`src/rtl/rv32_pkg.sv`:
```
// Shared RV32I definitions for the execute stage: ALU op codes, opcodes,
// branch funct3 values, forwarding selects and the bubble instruction.
package rv32_pkg;

    localparam int XLEN = 32;
    localparam logic [31:0] NOP_INST = 32'h0000_0013;

    typedef enum logic [3:0] {
        ALU_ADD   = 4'b0000,
        ALU_SUB   = 4'b1000,
        ALU_SLL   = 4'b0001,
        ALU_SLT   = 4'b0010,
        ALU_SLTU  = 4'b0011,
        ALU_XOR   = 4'b0100,
        ALU_SRL   = 4'b0101,
        ALU_SRA   = 4'b1101,
        ALU_OR    = 4'b0110,
        ALU_AND   = 4'b0111,
        ALU_PASSB = 4'b1111
    } alu_op_e;

    typedef enum logic [1:0] {
        FWD_REG     = 2'b00,
        FWD_MA      = 2'b01,
        FWD_WB      = 2'b10,
        FWD_REG_ALT = 2'b11
    } fwd_sel_e;

    localparam logic [6:0] OP_BRANCH = 7'b1100011;
    localparam logic [6:0] OP_JAL    = 7'b1101111;
    localparam logic [6:0] OP_JALR   = 7'b1100111;
    localparam logic [6:0] OP_LUI    = 7'b0110111;

    localparam logic [2:0] F3_BEQ  = 3'b000;
    localparam logic [2:0] F3_BNE  = 3'b001;
    localparam logic [2:0] F3_BLT  = 3'b100;
    localparam logic [2:0] F3_BGE  = 3'b101;
    localparam logic [2:0] F3_BLTU = 3'b110;
    localparam logic [2:0] F3_BGEU = 3'b111;

    // JALR targets are always halfword-aligned: bit 0 of the sum is dropped.
    function automatic logic [XLEN-1:0] jalr_target(input logic [XLEN-1:0] sum);
        return {sum[XLEN-1:1], 1'b0};
    endfunction

endpackage

```
`src/rtl/ex_stage_if.sv`:
```
// Decode/hazard-side inputs and MA-side outputs of the execute stage.
interface ex_stage_if;
    import rv32_pkg::*;

    logic            stall;
    logic            flush;
    logic [XLEN-1:0] pc_Ex;
    logic [31:0]     inst_Ex;
    logic [XLEN-1:0] rs1_Ex;
    logic [XLEN-1:0] rs2_Ex;
    logic [XLEN-1:0] imm_Ex;
    logic            a_sel;
    logic            b_sel;
    logic [3:0]      alu_op;
    logic [1:0]      fwd_a;
    logic [1:0]      fwd_b;
    logic [XLEN-1:0] fwd_ma_data;
    logic [XLEN-1:0] fwd_wb_data;
    logic            br_taken;
    logic [XLEN-1:0] br_target;
    logic [XLEN-1:0] pc_Ma;
    logic [XLEN-1:0] alu_out_Ma;
    logic [XLEN-1:0] rs2_Ma;
    logic [31:0]     inst_Ma;
    logic            valid_Ma;

    modport slave (
        input  stall, flush, pc_Ex, inst_Ex, rs1_Ex, rs2_Ex, imm_Ex,
               a_sel, b_sel, alu_op, fwd_a, fwd_b, fwd_ma_data, fwd_wb_data,
        output br_taken, br_target, pc_Ma, alu_out_Ma, rs2_Ma, inst_Ma, valid_Ma
    );

    modport master (
        output stall, flush, pc_Ex, inst_Ex, rs1_Ex, rs2_Ex, imm_Ex,
               a_sel, b_sel, alu_op, fwd_a, fwd_b, fwd_ma_data, fwd_wb_data,
        input  br_taken, br_target, pc_Ma, alu_out_Ma, rs2_Ma, inst_Ma, valid_Ma
    );

endinterface

```
`src/rtl/ex_stage_alu.sv`:
```
// Combinational RV32I ALU; unknown op codes produce zero.
module alu
    import rv32_pkg::*;
(
    input  logic [XLEN-1:0] a,
    input  logic [XLEN-1:0] b,
    input  logic [3:0]      alu_op,
    output logic [XLEN-1:0] y
);

    logic [4:0] shamt_s;

    assign shamt_s = b[4:0];

    // Operation select
    always_comb begin
        y = {XLEN{1'b0}};
        case (alu_op)
            ALU_ADD:   y = a + b;
            ALU_SUB:   y = a - b;
            ALU_SLL:   y = a << shamt_s;
            ALU_SLT:   y = {{(XLEN-1){1'b0}}, ($signed(a) < $signed(b))};
            ALU_SLTU:  y = {{(XLEN-1){1'b0}}, (a < b)};
            ALU_XOR:   y = a ^ b;
            ALU_SRL:   y = a >> shamt_s;
            ALU_SRA:   y = $unsigned($signed(a) >>> shamt_s);
            ALU_OR:    y = a | b;
            ALU_AND:   y = a & b;
            ALU_PASSB: y = b;
            default:   y = {XLEN{1'b0}};
        endcase
    end

endmodule

```
`src/rtl/ex_stage.sv`:
```
// RV32I execute stage: operand forwarding, ALU, branch/jump resolution
// and the EX->MA pipeline register.
module ex_stage
    import rv32_pkg::*;
(
    input  logic      clk,
    input  logic      reset,
    ex_stage_if.slave bus
);

    logic [XLEN-1:0] fwd_rs1_s;
    logic [XLEN-1:0] fwd_rs2_s;
    logic [XLEN-1:0] op_a_s;
    logic [XLEN-1:0] op_b_s;
    logic [XLEN-1:0] alu_y_s;
    logic [6:0]      opcode_s;
    logic [2:0]      funct3_s;
    logic            cond_s;
    logic            taken_raw_s;
    logic [XLEN-1:0] pc_ma_r;
    logic [XLEN-1:0] alu_out_ma_r;
    logic [XLEN-1:0] rs2_ma_r;
    logic [31:0]     inst_ma_r;
    logic            valid_ma_r;

    assign opcode_s = bus.inst_Ex[6:0];
    assign funct3_s = bus.inst_Ex[14:12];

    // Forwarding muxes; select 11 falls back to the register file value
    always_comb begin
        case (bus.fwd_a)
            FWD_MA:  fwd_rs1_s = bus.fwd_ma_data;
            FWD_WB:  fwd_rs1_s = bus.fwd_wb_data;
            default: fwd_rs1_s = bus.rs1_Ex;
        endcase
        case (bus.fwd_b)
            FWD_MA:  fwd_rs2_s = bus.fwd_ma_data;
            FWD_WB:  fwd_rs2_s = bus.fwd_wb_data;
            default: fwd_rs2_s = bus.rs2_Ex;
        endcase
    end

    assign op_a_s = bus.a_sel ? bus.pc_Ex  : fwd_rs1_s;
    assign op_b_s = bus.b_sel ? bus.imm_Ex : fwd_rs2_s;

    alu u_alu (
        .a      (op_a_s),
        .b      (op_b_s),
        .alu_op (bus.alu_op),
        .y      (alu_y_s)
    );

    // Branch condition on the forwarded register operands
    always_comb begin
        cond_s = 1'b0;
        case (funct3_s)
            F3_BEQ:  cond_s = (fwd_rs1_s == fwd_rs2_s);
            F3_BNE:  cond_s = (fwd_rs1_s != fwd_rs2_s);
            F3_BLT:  cond_s = ($signed(fwd_rs1_s) <  $signed(fwd_rs2_s));
            F3_BGE:  cond_s = ($signed(fwd_rs1_s) >= $signed(fwd_rs2_s));
            F3_BLTU: cond_s = (fwd_rs1_s <  fwd_rs2_s);
            F3_BGEU: cond_s = (fwd_rs1_s >= fwd_rs2_s);
            default: cond_s = 1'b0;
        endcase
    end

    // Control-flow decision and redirect address
    always_comb begin
        taken_raw_s = 1'b0;
        case (opcode_s)
            OP_BRANCH: taken_raw_s = cond_s;
            OP_JAL:    taken_raw_s = 1'b1;
            OP_JALR:   taken_raw_s = 1'b1;
            default:   taken_raw_s = 1'b0;
        endcase
        if (opcode_s == OP_JALR) begin
            bus.br_target = jalr_target(alu_y_s);
        end else begin
            bus.br_target = alu_y_s;
        end
    end

    // A stalled or bubbled EX slot must never redirect fetch
    assign bus.br_taken = taken_raw_s & ~bus.stall & (bus.inst_Ex != NOP_INST);

    // EX->MA register: reset > flush > stall > load
    always_ff @(posedge clk or posedge reset) begin
        if (reset) begin
            pc_ma_r      <= {XLEN{1'b0}};
            alu_out_ma_r <= {XLEN{1'b0}};
            rs2_ma_r     <= {XLEN{1'b0}};
            inst_ma_r    <= NOP_INST;
            valid_ma_r   <= 1'b0;
        end else if (bus.flush) begin
            pc_ma_r      <= {XLEN{1'b0}};
            alu_out_ma_r <= {XLEN{1'b0}};
            rs2_ma_r     <= {XLEN{1'b0}};
            inst_ma_r    <= NOP_INST;
            valid_ma_r   <= 1'b0;
        end else if (bus.stall) begin
            pc_ma_r      <= pc_ma_r;
            alu_out_ma_r <= alu_out_ma_r;
            rs2_ma_r     <= rs2_ma_r;
            inst_ma_r    <= inst_ma_r;
            valid_ma_r   <= valid_ma_r;
        end else begin
            pc_ma_r      <= bus.pc_Ex;
            alu_out_ma_r <= alu_y_s;
            rs2_ma_r     <= fwd_rs2_s;
            inst_ma_r    <= bus.inst_Ex;
            valid_ma_r   <= 1'b1;
        end
    end

    assign bus.pc_Ma      = pc_ma_r;
    assign bus.alu_out_Ma = alu_out_ma_r;
    assign bus.rs2_Ma     = rs2_ma_r;
    assign bus.inst_Ma    = inst_ma_r;
    assign bus.valid_Ma   = valid_ma_r;

endmodule

```
`src/flat_wrapper.sv`:
```
// flat-port wrapper written by rule: the top's interface ports become plain ports
module ex_stage_flat import rv32_pkg::*;
  (clk, reset, bus_stall, bus_flush, bus_pc_Ex, bus_inst_Ex, bus_rs1_Ex, bus_rs2_Ex, bus_imm_Ex, bus_a_sel, bus_b_sel, bus_alu_op, bus_fwd_a, bus_fwd_b, bus_fwd_ma_data, bus_fwd_wb_data, bus_br_taken, bus_br_target, bus_pc_Ma, bus_alu_out_Ma, bus_rs2_Ma, bus_inst_Ma, bus_valid_Ma);
  ex_stage_if bus_i ();
  input  logic clk;
  input  logic reset;
  input wire logic [$bits(bus_i.stall)-1:0] bus_stall;
  input wire logic [$bits(bus_i.flush)-1:0] bus_flush;
  input wire logic [$bits(bus_i.pc_Ex)-1:0] bus_pc_Ex;
  input wire logic [$bits(bus_i.inst_Ex)-1:0] bus_inst_Ex;
  input wire logic [$bits(bus_i.rs1_Ex)-1:0] bus_rs1_Ex;
  input wire logic [$bits(bus_i.rs2_Ex)-1:0] bus_rs2_Ex;
  input wire logic [$bits(bus_i.imm_Ex)-1:0] bus_imm_Ex;
  input wire logic [$bits(bus_i.a_sel)-1:0] bus_a_sel;
  input wire logic [$bits(bus_i.b_sel)-1:0] bus_b_sel;
  input wire logic [$bits(bus_i.alu_op)-1:0] bus_alu_op;
  input wire logic [$bits(bus_i.fwd_a)-1:0] bus_fwd_a;
  input wire logic [$bits(bus_i.fwd_b)-1:0] bus_fwd_b;
  input wire logic [$bits(bus_i.fwd_ma_data)-1:0] bus_fwd_ma_data;
  input wire logic [$bits(bus_i.fwd_wb_data)-1:0] bus_fwd_wb_data;
  output wire logic [$bits(bus_i.br_taken)-1:0] bus_br_taken;
  output wire logic [$bits(bus_i.br_target)-1:0] bus_br_target;
  output wire logic [$bits(bus_i.pc_Ma)-1:0] bus_pc_Ma;
  output wire logic [$bits(bus_i.alu_out_Ma)-1:0] bus_alu_out_Ma;
  output wire logic [$bits(bus_i.rs2_Ma)-1:0] bus_rs2_Ma;
  output wire logic [$bits(bus_i.inst_Ma)-1:0] bus_inst_Ma;
  output wire logic [$bits(bus_i.valid_Ma)-1:0] bus_valid_Ma;
  assign bus_i.stall = bus_stall;
  assign bus_i.flush = bus_flush;
  assign bus_i.pc_Ex = bus_pc_Ex;
  assign bus_i.inst_Ex = bus_inst_Ex;
  assign bus_i.rs1_Ex = bus_rs1_Ex;
  assign bus_i.rs2_Ex = bus_rs2_Ex;
  assign bus_i.imm_Ex = bus_imm_Ex;
  assign bus_i.a_sel = bus_a_sel;
  assign bus_i.b_sel = bus_b_sel;
  assign bus_i.alu_op = bus_alu_op;
  assign bus_i.fwd_a = bus_fwd_a;
  assign bus_i.fwd_b = bus_fwd_b;
  assign bus_i.fwd_ma_data = bus_fwd_ma_data;
  assign bus_i.fwd_wb_data = bus_fwd_wb_data;
  assign bus_br_taken = bus_i.br_taken;
  assign bus_br_target = bus_i.br_target;
  assign bus_pc_Ma = bus_i.pc_Ma;
  assign bus_alu_out_Ma = bus_i.alu_out_Ma;
  assign bus_rs2_Ma = bus_i.rs2_Ma;
  assign bus_inst_Ma = bus_i.inst_Ma;
  assign bus_valid_Ma = bus_i.valid_Ma;
  ex_stage u_core (.clk(clk), .reset(reset), .bus(bus_i));
endmodule
```
`config.mk`:
```
export PLATFORM = sky130hd
export DESIGN_NAME = ex_stage_flat
export DESIGN_NICKNAME = d
export VERILOG_FILES = /design/src/rtl/rv32_pkg.sv /design/src/rtl/ex_stage_if.sv /design/src/rtl/ex_stage_alu.sv /design/src/rtl/ex_stage.sv /design/src/flat_wrapper.sv
export SDC_FILE = /design/constraint.sdc
export NUM_CORES = 1
export LEC_CHECK = 0
export ABC_AREA = 1
export CAP_MARGIN = 25
export CORE_MARGIN = 1
export CORE_UTILIZATION = 25
export CTS_CLUSTER_SIZE = 30
export DETAILED_ROUTE_END_ITERATION = 10
export PLACE_DENSITY_LB_ADDON = 0.12
export RECOVER_POWER = 50
export SYNTH_ARGS = -nofsm -noshare
export SYNTH_HDL_FRONTEND = slang
export SYNTH_SLANG_ARGS = --single-unit
```
`constraint.sdc`:
```
create_clock -name clk -period 13.5 [get_ports clk]
set_clock_uncertainty 0.2 [all_clocks]
set_input_delay 2.7 -clock clk [delete_from_list [all_inputs] [get_ports clk]]
set_output_delay 2.7 -clock clk [all_outputs]
set_load 0.05 [all_outputs]
```
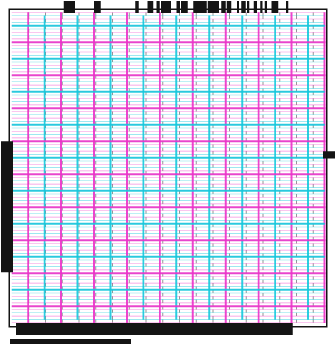
**Above:** power grid.
The bar under the picture is 100 um long. Pins as bars on the die edge. Tap cells in grey.
Key: cyan = VDD; magenta = VSS
95 met1 rails follow the rows. 19 straps on met4. The core has 94 rows. 864 tap cells. 400 signal pins sit on the boundary.

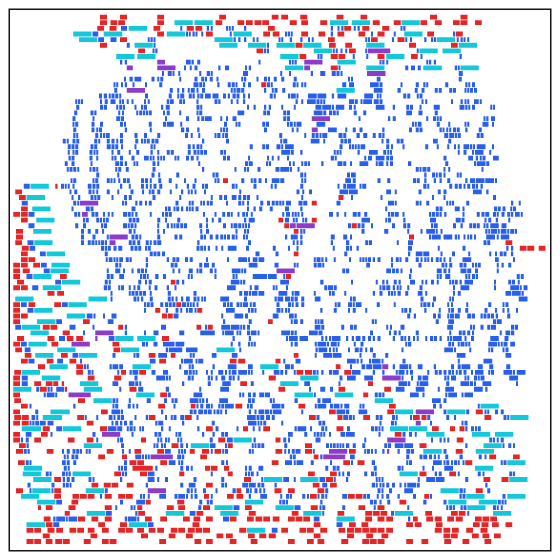
**Above:** cell classes on the final placement.
Key: red = other buffers and delay cells [cells 456, share of their area 21%]; purple = clock drivers and dummy loads [cells 32, share of their area 3.0%]; cyan = flops [cells 129, share of their area 15%]; blue = combinational and other logic [cells 2486, share of their area 61%]

==> flow_summary.json <==
{
  "outcome": "complete, but fails checks",
  "violations": "design-rule violations, max-capacitance violations, max-slew violations",
  "ys_seq_share_pct": 19.4,
  "r2r-start": "u_core.bus.alu_out_Ma[11]",
  "grt_pass1_vias": 20800,
  "crit_path_start": "bus_fwd_b[0]",
  "crit_path_end_kind": "output pin",
  "cap_violations": 4,
  "htree_levels": 4,
  "synth_top_area_share_pct": 18.9,
  "synthCells": 2769,
  "synth-edff-count": 0,
  "holdPathEnd": "u_core.bus.alu_out_Ma[6]",
  "pwr-share-seq_pct": 18.3,
  "final_max_slew_viol_count": 222,
  "insertion_delay_ns": 0.48,
  "worst_slew_pin_slew_ns": 3.49,
  "grt_use_met1_pct": 43.1,
  "mux_share_pct": 0,
  "p_comb_share_pct": 58.3,
  "ys_sh_xor_pct": 0.315,
  "viasPerCell": 5.44,
  "ys_cells": 2769,
  "holdPathStages": 2,
  "path_buffers": 9,
  "synth.comb.largest_family": "simple AND/OR/NAND/NOR gates",
  "place_congestion": 1.00,
  "cts.sinks": 129,
  "ys_ff": 129,
  "layoutNonFillerInstCount": 3975,
  "route.detailed.drc": 4,
  "timing.final.hold_violations": 0,
  "track_usage_pct": 31.5,
  "warning_count": 93,
  "regToRegSetupSlack_ns": 12.45,
  "grt_util_met2_pct": 49.7,
  "syn_avg_cell_area_um2": 6.03,
  "mi_logic_area_um2": 11800,
  "utilization_pct": 33.6,
  "synthToLayoutAreaGrowth_pct": 32.8,
  "yosys_warnings": 0,
  "synth.cellmix.compoundShare_pct": 23.3,
  "synthArstFlopShare_pct": 100,
  "via_count": 21600,
  "fin_area_um2": 22200,
  "intPower_w": 0.00113,
  "die_w_um": 260
}
worst min-delay path, cell delays in order, from the launching register on:
cell and delay (ns):
dfrtp_1 0.33, nand2_1 0.05, nand2_1 0.06
layer usage:
| layer | up-vias | part of all wire [%] |
|---|---|---|
| met4 | 6 | 3.5 |
| met5 | - | 0.034 |
| met2 | 998 | 45 |
| met3 | 171 | 7.5 |
| li1 | 9991 | - |
| met1 | 10400 | 44 |
sequential cells by signal (all words and copies together) (netlist names):
signal                 flops
u_core.bus.pc_Ma          32
u_core.bus.valid_Ma        1
u_core.bus.rs2_Ma         32
u_core.bus.inst_Ma        32
u_core.bus.alu_out_Ma     32
layout make-up:
cell class,instances,share of cell area [%]
Tap cell,864,4.88
Clock buffer,19,1.95
Clock inverter,13,0.903
Multi-Input combinational cell,2221,53.2
Inverter,265,4.49
Timing Repair Buffer,456,20.0
Sequential cell,129,14.6
Antenna cell,8,0.0903
placed cells by master, fill, tap and decap left out, drive strengths merged, types with 11 or more instances in the layout:
master         netlist  routed
nand2              832     832
nand3              367     367
clkdlybuf4s50        0     344
o21ai              285     285
inv                260     264
a21oi              156     156
nor2               151     151
ha                 132     132
dfrtp              126     126
a22o                57      57
buf                 86      55
dlygate4sd3          0      54
o21a                32      32
nand4               30      30
clkbuf              68      22
o211ai              17      17
and2                16      16
o22ai               16      16
nor3                15      15
a221oi              14      14
or2                 11      11
power by group through the flow:
stage	registers [W]	clock network (W)	logic, W
floorplan	0.000524	0	0.000719
global placement	0.000436	0	0.00135
detailed placement	0.000435	0	0.00134
CTS	0.000429	0.000561	0.00135
global route	0.000432	0.000570	0.00146
finish	0.000429	0.000547	0.00137
Power is estimated from default activity; no workload was simulated.
